sizing.png
Bar = 50 um.
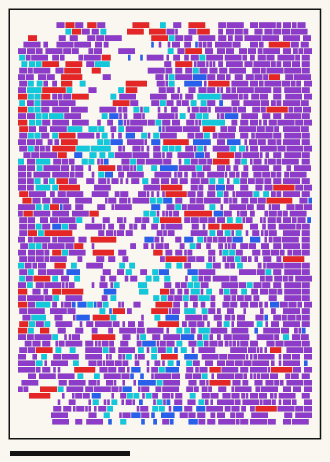
clock_wires.png
Bar = 50 um.
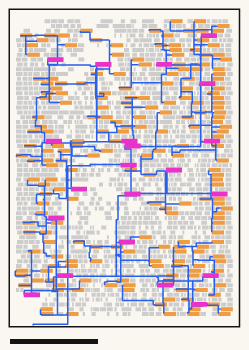
closeup.png
Region (82, 30) to (112, 60) um. Cells in grey, sequential cells in the stronger grey; small squares are vias.
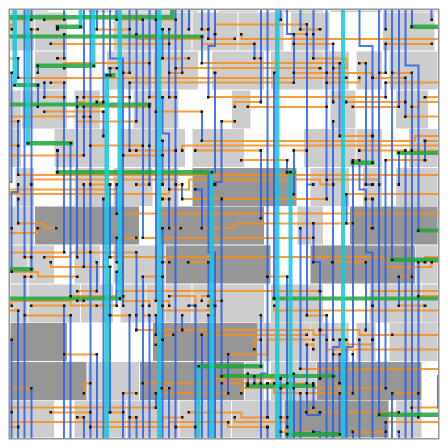
==> src/rtl/mem_stage_ctrl.sv <==
// Memory-stage controller: issues data-cache requests from the EX|MEM latch, stalls the
// pipeline until the cache answers, tracks the LL/SC link and produces the MEM|WB latch.
package mem_stage_pkg;

    typedef struct packed {
        logic        DataRead;
        logic        DataWrite;
        logic        StoreConditional;
        logic        LinkedLoad;
        logic        Jal;
        logic        ImmToReg;
        logic        Halt;
        logic        RegWr;
        logic [4:0]  wsel;
        logic [31:0] aluout;
        logic [31:0] rdat2;
        logic [31:0] pc_plus;
        logic [15:0] imm;
    } exmem_t;

    typedef struct packed {
        logic [31:0] dmemload;
        logic [31:0] wdat;
        logic [31:0] pc_plus;
        logic        Halt;
        logic        RegWr;
        logic        DataRead;
        logic [4:0]  wsel;
    } memwb_t;

    typedef enum logic [1:0] {
        IDLE,
        ACCESS,
        HALTED
    } state_t;

endpackage

module mem_stage_ctrl
    import mem_stage_pkg::*;
(
    input  logic        CLK,
    input  logic        nRST,
    input  exmem_t      exmem_in,
    input  logic        dhit,
    input  logic [31:0] dload,
    input  logic        ccinv,
    input  logic [31:0] ccsnoopaddr,
    output logic        dREN,
    output logic        dWEN,
    output logic [31:0] daddr,
    output logic [31:0] dstore,
    output logic        mem_stall,
    output memwb_t      memwb_out
);

    state_t      state;
    state_t      state_next;
    state_t      cur_state;

    logic        link_valid;
    logic [31:0] link_addr;

    logic        hold_ren;
    logic        hold_wen;
    logic [31:0] hold_addr;
    logic [31:0] hold_store;

    logic        mem_op;
    logic        sc_fail;
    logic        capture;
    logic        advance;
    logic        done_access;
    logic        ll_set;
    logic        write_clear;
    logic        inv_clear;
    memwb_t      wb_next;
    memwb_t      halt_bubble;

    assign mem_op  = exmem_in.DataRead | exmem_in.DataWrite;
    assign sc_fail = exmem_in.StoreConditional &
                     !(link_valid && (link_addr == exmem_in.aluout));

    // NOTE: every signal gets a default before the case so no path leaves it unassigned (no latches).
    always_comb begin
        // While reset is held the request path behaves as in IDLE.
        cur_state   = nRST ? state : IDLE;
        state_next  = cur_state;
        dREN        = 1'b0;
        dWEN        = 1'b0;
        daddr       = 32'h0;
        dstore      = 32'h0;
        mem_stall   = 1'b0;
        capture     = 1'b0;
        advance     = 1'b0;
        done_access = 1'b0;

        case (cur_state)
            IDLE: begin
                if (mem_op && !sc_fail) begin
                    dREN   = exmem_in.DataRead;
                    dWEN   = exmem_in.DataWrite & ~exmem_in.DataRead;
                    daddr  = exmem_in.aluout;
                    dstore = exmem_in.rdat2;
                    if (dhit) begin
                        done_access = 1'b1;
                    end else begin
                        mem_stall  = 1'b1;
                        capture    = 1'b1;
                        state_next = ACCESS;
                    end
                end
                if (!mem_stall) begin
                    advance = 1'b1;
                    if (exmem_in.Halt) state_next = HALTED;
                end
            end
            ACCESS: begin
                dREN   = hold_ren;
                dWEN   = hold_wen;
                daddr  = hold_addr;
                dstore = hold_store;
                if (dhit) begin
                    done_access = 1'b1;
                    advance     = 1'b1;
                    state_next  = exmem_in.Halt ? HALTED : IDLE;
                end else begin
                    mem_stall = 1'b1;
                end
            end
            HALTED: begin
            end
            default: state_next = IDLE;
        endcase
    end

    // Next MEM|WB contents for a retiring instruction.
    always_comb begin
        wb_next          = '0;
        wb_next.dmemload = exmem_in.DataRead ? dload : 32'h0;
        wb_next.Halt     = exmem_in.Halt;
        wb_next.RegWr    = exmem_in.RegWr | exmem_in.StoreConditional;
        wb_next.DataRead = exmem_in.DataRead;
        wb_next.wsel     = exmem_in.wsel;
        wb_next.pc_plus  = exmem_in.pc_plus;
        // An SC that issued its write succeeded, even if the link is snooped away mid-access.
        if (exmem_in.StoreConditional)
            wb_next.wdat = {31'h0, done_access};
        else if (exmem_in.Jal)
            wb_next.wdat = exmem_in.pc_plus;
        else if (exmem_in.ImmToReg)
            wb_next.wdat = {exmem_in.imm, 16'h0};
        else
            wb_next.wdat = exmem_in.aluout;
    end

    always_comb begin
        halt_bubble      = '0;
        halt_bubble.Halt = 1'b1;
    end

    assign ll_set      = done_access & dREN & exmem_in.LinkedLoad;
    assign write_clear = done_access & dWEN & link_valid & (daddr == link_addr);
    assign inv_clear   = ccinv & link_valid & (ccsnoopaddr == link_addr);

    // NOTE: sequential state uses non-blocking assignments so every register samples pre-edge values.
    always_ff @(posedge CLK) begin
        if (!nRST) begin
            state      <= IDLE;
            memwb_out  <= '0;
            link_valid <= 1'b0;
            link_addr  <= 32'h0;
            hold_ren   <= 1'b0;
            hold_wen   <= 1'b0;
            hold_addr  <= 32'h0;
            hold_store <= 32'h0;
        end else begin
            state <= state_next;

            if (capture) begin
                hold_ren   <= dREN;
                hold_wen   <= dWEN;
                hold_addr  <= daddr;
                hold_store <= dstore;
            end

            if (advance)
                memwb_out <= wb_next;
            else if (state == HALTED)
                memwb_out <= halt_bubble;
            else
                memwb_out <= '0;

            // A completing LL re-arms the link even if the same address is invalidated now.
            if (ll_set) begin
                link_valid <= 1'b1;
                link_addr  <= daddr;
            end else if (write_clear || inv_clear) begin
                link_valid <= 1'b0;
            end
        end
    end

endmodule

==> config.mk <==
export PLATFORM = sky130hd
export DESIGN_NAME = mem_stage_ctrl
export DESIGN_NICKNAME = d
export VERILOG_FILES = /design/src/rtl/mem_stage_ctrl.sv
export SDC_FILE = /design/constraint.sdc
export NUM_CORES = 1
export LEC_CHECK = 0
export CAP_MARGIN = 10
export CORE_ASPECT_RATIO = 1.4
export CORE_MARGIN = 3
export CORE_UTILIZATION = 45
export DETAILED_ROUTE_END_ITERATION = 10
export PLACE_DENSITY = 0.82
export SLEW_MARGIN = 20
export SYNTH_ARGS = -nofsm -noshare
export SYNTH_HDL_FRONTEND = slang
export SYNTH_SLANG_ARGS = --single-unit
==> constraint.sdc <==
create_clock -name CLK -period 3.93 [get_ports CLK]
set_clock_uncertainty 0.2 [all_clocks]
set_input_delay 0.786 -clock CLK [delete_from_list [all_inputs] [get_ports CLK]]
set_output_delay 0.786 -clock CLK [all_outputs]
set_load 0.02 [all_outputs]
==> impl_metrics.ini <==
; yosys + openroad results
[cts]
ctsHoldBuffers = 0
numCtsBuffers = 21
cts_tree = built
root_buffer = clkbuf_16
htree_levels = 1
cts.clk_slew.worst_paths_ps = 60

[yosys]
yosys.area.top_type_share_pct = 42.64
async_flop_share_pct = 0
top_cells_by_area = dfxtp_1 (43%), o211a_1 (6.8%), mux2i_1 (6.7%), xnor2_1 (3.6%), a22o_1 (3.4%)
ys_seq_share_pct = 42.64
xor_area_share_pct = 5.641
ys_warn_count = 0
ys_sh_simple_pct = 19.71
yosysCellCount = 1045
mux_share_pct = 6.772
synth_top_flop_cell = dfxtp_1
ys_top_logic_family = simple AND/OR/NAND/NOR gates
netlist_area_um2 = 9625
syn_area_per_cell_um2 = 9.211
ys_ff = 205
synthAoiAreaFrac_pct = 18.73
syn_nets = 1238
enable_flop_cells = 0
syn-instance-count = 1045
ys_types = 57

[routing]
ant_nets = 0
drcViolationCount = 0
drt_iter0_drc = 919
wl_met2_um = 21610
dr.pass1.iters = 6
wl_um = 43980
vias = 10260
viasPerCell = 5.698
dr.max_layer_used = met5
wl_met1_um = 15150

[grt]
grt_use_total_pct = 35.96
busiest_layer = met2
grt_util_met2_pct = 62.80
grt_max_degree = 73
overflow = 0
grt_first_pass_wirelength_um = 62810

[sta]
slew_headroom_pct = 43.01
fmax_mhz = 244.0
tightest_slew_ps = 854.8
fin_ws_ps = -169.1
rsz0062_at_grt = true
setup_viol = 34
slew_violations = 0

[finish]
comb_cells = 694
clock_area_share_pct = 4.698
nets = 1722
final_util_pct = 76.73
sh_seq_area_pct = 25.76
regArea_um2 = 4109
dominant_cells = buffers
fill_cells = 1416
clock_buffers = 33
flops = 205

[placed_design]
gp_congestion = 0.9926
dp.final_hpwl_um = 32260
dpl_cell_area_um2 = 14460
io_buffer_count = 363

[critical_path]
cp.required_ps = 2940
cp.arrival_ps = 3110
cp-endpoint = dstore[27]
cp.depth = 13
r2r-end = hold_store[22]
cpPeakStageDelay_ps = 380
worst_path_max_delay_cell = o31a_1
cp-start-kind = input port
regToRegSetupSlack_ps = 150
critical_path_class = in -> out
r2r_cells = 22

[floorplanning]
ios = 364
die_h_um = 179.1
die_x_um = 129.6
rows = 62
nWellTaps = 256
die_area_um2 = 23210

[min_path]
min_path_cells = 1

[power]
p_leak_nw = 7.578
ir_drop_mv = 0.3225

[job]
cap_violations = 0
warning_count = 28

[run_status]
violations = setup timing
outcome = finished, violations left
## Picture notes: sizing.png
x2: in blue, cells 72, share 4.7%. x6 and larger: in red, cells 92, share 6.0%. x1 and smaller: in purple, cells 1,169, share 76%. x3 and x4: in cyan, cells 210, share 14%.
count of non-CTS buffers in the layout: 552
fin worst setup slack: -169.1 ps
P&R area growth vs syn: 65.74%
final non-filler cell area: 15,950 um2

## Picture notes: clock_wires.png
clock wires: in blue, length 2,550 um. flip-flops: in orange, count 205. clock-net drivers: in magenta, count 21.
There are 22 routed clock nets. Position of the flops: spread over the die.
Clk pwr share: 38.3%
worst skew pair latency: 500 ps
Clock Power: 2.17 mW

## Picture notes: closeup.png
M3: in green. M1: in orange. M2: in blue. M4: in cyan.
Most frequent: clkdlybuf4s50_1 (18), dfxtp_1 (12), nor2_1 (11). Netlist names of flops here include memwb_out (12). 77 logic cells have their middle in the window. Sequential cells in the window: 12.

-- stage by stage --
| step | hold slack, ps | std cells | total power [mW] | setup TNS [ps] | worst slack (ps) |
|---|---|---|---|---|---|
| after floorplan | 271.7 | 1045 | 2.734 | 0 | 308.8 |
| after global placement | 279.6 | 1719 | 3.389 | -75910 | -871.5 |
| after detailed placement | 286.2 | 1719 | 3.399 | -80870 | -906.8 |
| after CTS | 300.0 | 1789 | 5.632 | -1168 | -127.6 |
| after global routing | 325.4 | 1801 | 5.829 | -2964 | -191.3 |
| final | 306.4 | 1801 | 5.667 | -1925 | -169.1 |
-- power by group --
group | internal, mW | switching (mW) | leakage, nW
Sequential | 2.17 | 0.0441 | 1.67
Combinational | 0.671 | 0.614 | 5.54
Clock | 1.33 | 0.841 | 0.368
Total | 4.17 | 1.50 | 7.58
-- repair_timing --
| action | CTS | global route |
|---|---|---|
| setup buffers | 30 | 11 |
| setup endpoints to repair | 67 | 65 |
| pin swaps | 30 | 26 |
| gates resized | 340 | 81 |
| cloned | 4 | 0 |
-- Yosys cell counts, drive strengths merged, types with 2 or more instances --
library cell and number:
a32oi 7, a22o 37, and2 39, nand4b 18
nand3b 3, xnor2 40, nor3b 9, a21oi 38
or2 2, inv 55, o211ai 2, xor2 22
o2111ai 5, a211oi 5, o21ai 6, clkbuf 57
a31oi 2, and3 33, dfxtp 205, nand2b 24
nor2 54, nor2b 38, nand3 4, a2111oi 3
nor3 9, o221ai 2, a22oi 9, or4 3
o21a 2, nor4 12, o22ai 3, buf 34
o31ai 2, a21boi 26, mux2i 64, nand4 14
o211a 65, nand2 80
-- registers in the layout (all words and copies together) (netlist names) --
register,count
hold_addr,32
hold_ren,1
hold_store,32
hold_wen,1
link_addr,32
link_valid,1
memwb_out,104
state,2
No activity file was given, so power comes from the tool's default toggle rates.
